Fig. 1: run 1, clock nets
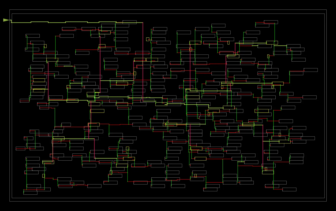
Fig. 2: run 1, wiring by layer
(1.5 px per um)
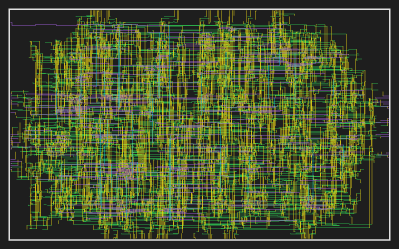
Fig. 3: run 1, selected gate families
(1.5 px per um)
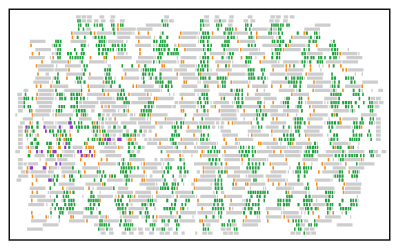
==> config.mk <==
export PLATFORM = sky130hd
export DESIGN_NAME = regfile_sb_flat
export DESIGN_NICKNAME = d
export VERILOG_FILES = /design/src/rtl/regfile_pkg.sv /design/src/rtl/regfile_sb_if.sv /design/src/rtl/regfile_scoreboard.sv /design/src/rtl/regfile_sb.sv /design/src/flat_wrapper.sv
export SDC_FILE = /design/constraint.sdc
export NUM_CORES = 1
export LEC_CHECK = 0
export ABC_AREA = 1
export CORE_ASPECT_RATIO = 0.6
export CORE_MARGIN = 1.5
export CORE_UTILIZATION = 43
export CTS_CLUSTER_SIZE = 14
export DETAILED_ROUTE_END_ITERATION = 16
export PLACE_DENSITY = 0.6
export SLEW_MARGIN = 20
export SYNTH_ARGS = -nofsm -noshare
export SYNTH_HDL_FRONTEND = slang
export SYNTH_HIERARCHICAL = 1
export SYNTH_SLANG_ARGS = --single-unit
==> constraint.sdc <==
create_clock -name clk -period 4.5 [get_ports clk]
set_input_delay 0.9 -clock clk [delete_from_list [all_inputs] [get_ports clk]]
set_output_delay 0.9 -clock clk [all_outputs]
set_load 0.02 [all_outputs]
==> run summary, run 1 <==
impl run done, here's what came out: tool warnings=28, critical path cell sequence=clkdlybuf4s50_1 -> inv_1 -> nor2_1 -> nand2_1 -> nor2_1 -> nand2_2 -> inv_2 -> buf_4 -> nand2_1 -> nand2_1 -> clkdlybuf4s50_1, fp util=between 40% and 50%, top achievable clock speed=243 MHz, xor+xnor area frac=0%, Post-Synthesis Cell Area=~16000 sq um, row count=54, Post-synth EDFFs=around 260, first-pass GRT wire length=85.4 mm, maxcap violations=0, Gate power share=18.9%, Yosys Instances=around 2200, post-synth top area share=between 40% and 50%, worst slew pin tran=0.716 ns, Final period util=91.5%, Area growth syn-to-layout=16.2%, internal power=4.70 mW, residual DRC count=0, hpwl dp=32.2 mm, Max FO, Critical Path=18, initial drt markers=~1800, Cell Area, Placed=approximately 18000 sq um, run status=finished, final reports clean, Basic Gates by Area=38.9%, IO Port Bufs=116, Post-CTS Setup Inserts=0, Syn. warnings=6, Routed Antenna Nets=0, Post-Synth AOI/OAI Area=0.925%, drt first pass iters=7, Die Area=38600 sq um, power density over cell area=around 350 nW/um^2, final core utilization=51.1%, Peak VDD IR=275 uV, Async SR Flop Fraction=0%, Die Y=153 um, register share after synthesis=about half, Clk pin slew, worst setup/hold paths=0.07 ns, total negative slack=0 ns, leakage=roughly 8.6 nW, CP arrival=3.22 ns, Pwr Total=6.61 mW, syn_area_per_cell=7.21 sq um, RSZ-0062 raised after global routing=false, final instance area=18700 sq um, Netlist cell types=27, crit-path most repeated cell=nand2_1, cell taking the most area after synthesis=edfxtp_1, DR vias/cell=5.48, Psw=1.91 mW, worst min-delay path category=flip-flop to flip-flop, Seq pwr share=43.9%, top cells by count, synth=729 x nand2_1, 468 x nand3_1, 292 x nor2_1, Hold Crit Depth=2, R2R setup slack=roughly 1.5 ns, max reg flops=between 200 and 300, grt ovf=0, root buf cell=clkbuf_16, final net count=~2300, fin crit period=4.12 ns, layout cells sized above 1=5.80%, CP max stage delay=0.59 ns, total wire length=approximately 56 mm, Bufs on Longest Clock Path=3, H-tree Lvls=1, clk_lat worst skew=approximately 0.56 ns, post-cts hold buffer count=0, GPL Wtd Cong=between 0.8 and 0.9, CTS tree=yes, Top non-seq family=simple AND/OR/NAND/NOR gates, synthesized instance count=2232, Net Sw Frac=28.9%, Synth area leaders=edfxtp_1 48%, nand2_1 17%, nand3_1 15%, nor2_1 6.8%, inv_1 6.5%, largest net degree at the start of global routing=107, Top FF cell, synth=edfxtp_1, Clock power frac=37.2%, number of global-route vias before repair=14400, Final Hold Fails=0, io pins=117, Resized cells post-CTS=0, fin. max-slew vios=0, Mux area share=0%, Worst Setup End Kind=output port, # diodes=0, Synth top cell by count=nand2_1, Reg2Reg Depth=6, core footprint=36600 sq um, Relative slew margins=52.1%, critical path type=input pin to output port, syn_nets=2283, number of clock sinks=269, initial antenna violation count=0, final setup fails=0, crit path max-delay cell type=clkdlybuf4s50_1, Chip Area, Yosys=16100 sq um, die width=~250 um, Worst Path Required=3.60 ns, Adder Area Share=0.156%, startpoint class of the critical path=input pin, Synth Register Bits=269
-- Fig. 1 (at the start) --
Setup Skew: 0.0117 ns
Num CTS Buffers: 28

-- Fig. 2 (at the start) --
Cyan stands for metal 4, wire length 1130 um. Purple stands for metal 3, wire length 6250 um. Green stands for metal 1, wire length 24.3 mm. Yellow stands for metal 2, wire length 24.6 mm.
wire per inst: 20.0 um
GRT Resource Usage Total: 28.9%
via count: 15400

-- Fig. 3 (at the start) --
Green stands for NAND gates, cells 1207, where spread over the die. Purple stands for inverting AOI/OAI gates, cells 25. Orange stands for NOR gates, cells 294, where spread over the die.
fin cells: 2813
Top cell excl fill/tap: nand2_1
combinational share of cell area: 34.5%

run 1: kinds of logic after synthesis:
logic type                 Yosys count
AOI/OAI and AO/OA                   25
adders and majority gates            2
DFF                                269
and+or+nand+nor                   1502
buffers and inverters              434
run 1: per-layer routing:
metal,part of all wire (%),wire length [um],vias up,GRT usage (%)
met5,0,0,-,0
met4,2.0,1130,0,7.67
met3,11,6250,99,4.19
met2,44,24600,911,43.8
met1,43,24300,7224,43.1
li1,-,-,7190,-
run 1: layout make-up:
type | count | area (sq um)
clock inverters | 17 | 159
repair buffers | 169 | 1610
inverters | 290 | 1090
clock buffers | 35 | 801
well taps | 504 | 631
multi-input cells | 1529 | 6460
fillers | 3582 | 17900
flip-flops and latches | 269 | 7950
run 1: critical path, delay by kind of cell:
kind	cells	cell delay, ns
buffers and inverters	5	1.44
and+or+nand+nor	6	0.86
run 1: power groups by stage:
stage | registers, mW | clock network (mW) | logic [mW]
2_1_floorplan | 2.95 | 0 | 0.723
3_3_place_gp | 2.95 | 0 | 1.21
3_5_place_dp | 2.96 | 0 | 1.23
4_1_cts | 2.90 | 2.48 | 1.23
5_1_grt | 2.91 | 2.59 | 1.35
6_report | 2.90 | 2.46 | 1.25
run 1: per-stage QoR:
step	hold slack (ns)	instances	setup WS [ns]
finish	0.489	2813	0.383
floorplan	0.457	2232	1.51
detailed placement	0.476	2761	0.401
CTS	0.488	2813	0.398
global route	0.504	2813	0.216
global placement	0.485	2761	0.467
run 1: layout by cell type, fill, tap and decap left out, drive strengths merged:
| cell | count |
|---|---|
| o211ai | 2 |
| dfxtp | 13 |
| clkinv | 14 |
| buf | 59 |
| clkinvlp | 1 |
| nand4 | 5 |
| nand2 | 734 |
| and2b | 1 |
| a22oi | 2 |
| bufinv | 3 |
| o21ai | 11 |
| a211oi | 1 |
| ha | 2 |
| clkdlybuf4s50 | 110 |
| clkbuf | 35 |
| inv | 289 |
| edfxtp | 256 |
| nand3 | 468 |
| a21oi | 9 |
| nor2 | 294 |
Fig. 4: run 1, signal wires on met3
(2 px per um)
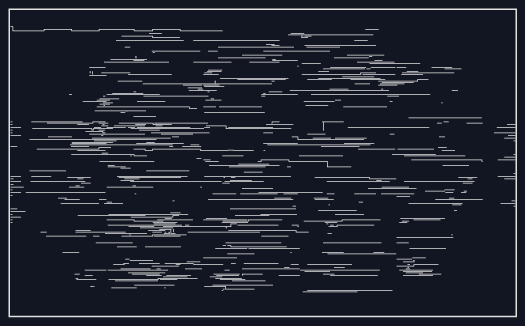

==> run 2: changes to the inputs <==
Settings changed: RECOVER_POWER from default to 50.
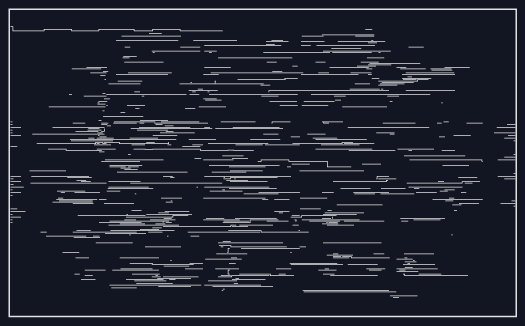
Fig. 5. Signal wires on met3 (run 2).
(2 px per um)
The wires run mostly horizontal. The longest straight run is 59.8 um. The layer holds 11% of the routed length.
met3 usage: 4.19%
via count: 15500
total wire length: 56.2 mm

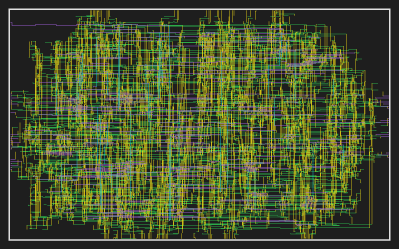
Fig. 6. Wiring by layer (run 2).
(1.5 px per um)
Yellow stands for metal 2, wire length 24.4 mm. Purple stands for metal 3, wire length 6230 um. Cyan stands for metal 4, wire length 1310 um. Green stands for metal 1, wire length 24.3 mm.
wire per inst: 20.0 um

==> run 2 against run 1 <==
Against the previous run:
- synthesized cell count stayed put
- die area stayed put
- final cell count stayed put
- hold slack better by 0.0021 ns
- synthesized area stayed put
- design area is 0.24% lower
- routed wire length is 0.12% lower
- non-clock buffer count stayed put
==> run summary, run 2 <==
impl run done, here's what came out: Die Y=153 um, Stages on worst setup path=8, number of global-route vias before repair=14400, Crit path buffers/inverters=3, CP top delay family=buffers and inverters, Setup Skew=0.00850 ns, number of clock sinks=about 270, post-synth top area share=~48%, crit-path most repeated cell=nor2_1, Synth top cell by count=nand2_1, Hold Crit Depth=2, grt ovf=0, maxcap violations=0, Die Area=just under 40000 sq um, Netlist cell types=27, Top cell excl fill/tap=nand2_1, Resized cells post-CTS=0, Final period util=slightly above 90%, max reg flops=around 260, register share after synthesis=49.4%, Area growth syn-to-layout=15.9%, cell taking the most area after synthesis=edfxtp_1, Synth area leaders=edfxtp_1 48%, nand2_1 17%, nand3_1 15%, nor2_1 6.8%, inv_1 6.5%, worst min-delay path category=flip-flop to flip-flop, # diodes=0, RSZ-0062 raised after global routing=false, Relative slew margins=16.9%, GRT Resource Usage Total=between 20 and 30%, crit path max-delay cell type=clkbuf_2, Top cells excl fill/tap=726 x nand2_1, 468 x nand3_1, 292 x nor2_1, root buf cell=clkbuf_16, residual DRC count=0, layout cells sized above 1=5.41%, clk_lat worst skew=0.55 ns, top achievable clock speed=between 200 and 250 MHz, top cells by count, synth=729 x nand2_1, 468 x nand3_1, 292 x nor2_1, Routed Antenna Nets=0, final net count=roughly 2300, startpoint class of the critical path=input pin, CP arrival=~4.4 ns, critical path type=input pin to flip-flop, fin. max-slew vios=0, core footprint=about 37000 sq um, fp util=a little over two fifths, Yosys Instances=about 2200, syn_area_per_cell=7.21 sq um, power density over cell area=roughly 350 nW/um^2, H-tree Lvls=1, worst slew pin tran=around 1.2 ns, post-cts hold buffer count=0, IO Port Bufs=116, synthesized instance count=2232, total negative slack=0 ns, die width=roughly 250 um, Top FF cell, synth=edfxtp_1, Clk pin slew, worst setup/hold paths=roughly 0.070 ns, R2R setup slack=1.27 ns, drt first pass iters=5, initial drt markers=1805, Num CTS Buffers=28, DR vias/cell=5.50, io pins=117, largest net degree at the start of global routing=107, Bufs on Longest Clock Path=3, Max FO, Critical Path=32, Post-Synthesis Cell Area=roughly 16000 sq um, Peak VDD IR=270 uV, fin crit period=between 4 and 5 ns, run status=finished, final reports clean, critical path cell sequence=dlygate4sd3_1 -> clkbuf_1 -> nand2_2 -> o21ai_0 -> nor2_1 -> nand2_1 -> clkbuf_2 -> nor2_1, Post-synth EDFFs=256, first-pass GRT wire length=85.4 mm, Post-CTS Setup Inserts=0, Worst Setup End Kind=flip-flop, leakage=8.61 nW, Async SR Flop Fraction=0%, Final Hold Fails=0, final setup fails=0, hpwl dp=32.2 mm, tool warnings=28, fillers=3593, GPL Wtd Cong=between 0.8 and 0.9, syn_nets=2283, final core utilization=50.9%, row count=approximately 54, Reg2Reg Depth=6, Syn. warnings=6, Synth Register Bits=~270
## run 2: per-layer routing
metal | track usage, % | wire length [um]
met1 | 43.1 | 24300
met2 | 43.8 | 24400
met3 | 4.19 | 6230
met4 | 7.67 | 1310
met5 | 0 | 0
## run 2: where the power goes
| group | internal (mW) | switching [mW] | leakage [nW] |
|---|---|---|---|
| logic | 0.402 | 0.845 | 5.35 |
| clock network | 1.43 | 1.02 | 0.476 |
| registers | 2.87 | 0.0364 | 2.78 |
| total | 4.70 | 1.91 | 8.61 |
## run 2: cell families after synthesis
| kind of cell | count (synthesis) | synth area share, % |
|---|---|---|
| AND-OR/OR-AND | 25 | 0.925 |
| flip-flops | 269 | 49.4 |
| AND/OR/NAND/NOR | 1502 | 38.9 |
| adder cells (fa/ha/maj) | 2 | 0.155 |
| buffers and inverters | 434 | 10.6 |
## run 2: stage by stage
step                      area, sq um  hold slack, ns  worst slack [ns]  instances  power [mW]
final                           18700           0.491             0.349       2813        6.60
after global routing            18700           0.504             0.199       2813        6.85
after CTS                       18700           0.488             0.398       2813        6.62
after detailed placement        17700           0.476             0.401       2761        4.19
after global placement          17700           0.485             0.467       2761        4.17
after floorplan                 16100           0.457              1.51       2232        3.67
## run 2: tightest hold or removal path, cell delays in order (launching register included)
cell     delay (ns)
dfxtp_1        0.32
nand3_1        0.08
a21oi_1        0.05
## run 2: cell type report
class                           instances  area [sq um]  share of cell area (%)
Tap cell                              504           631                    3.38
Inverter                              290          1090                    5.86
Clock buffer                           35           801                    4.29
Sequential cell                       269          7950                    42.6
Timing Repair Buffer                  169          1590                    8.50
Multi-Input combinational cell       1529          6430                    34.5
Clock inverter                         17           159                   0.852
Power is estimated from default activity; no workload was simulated.
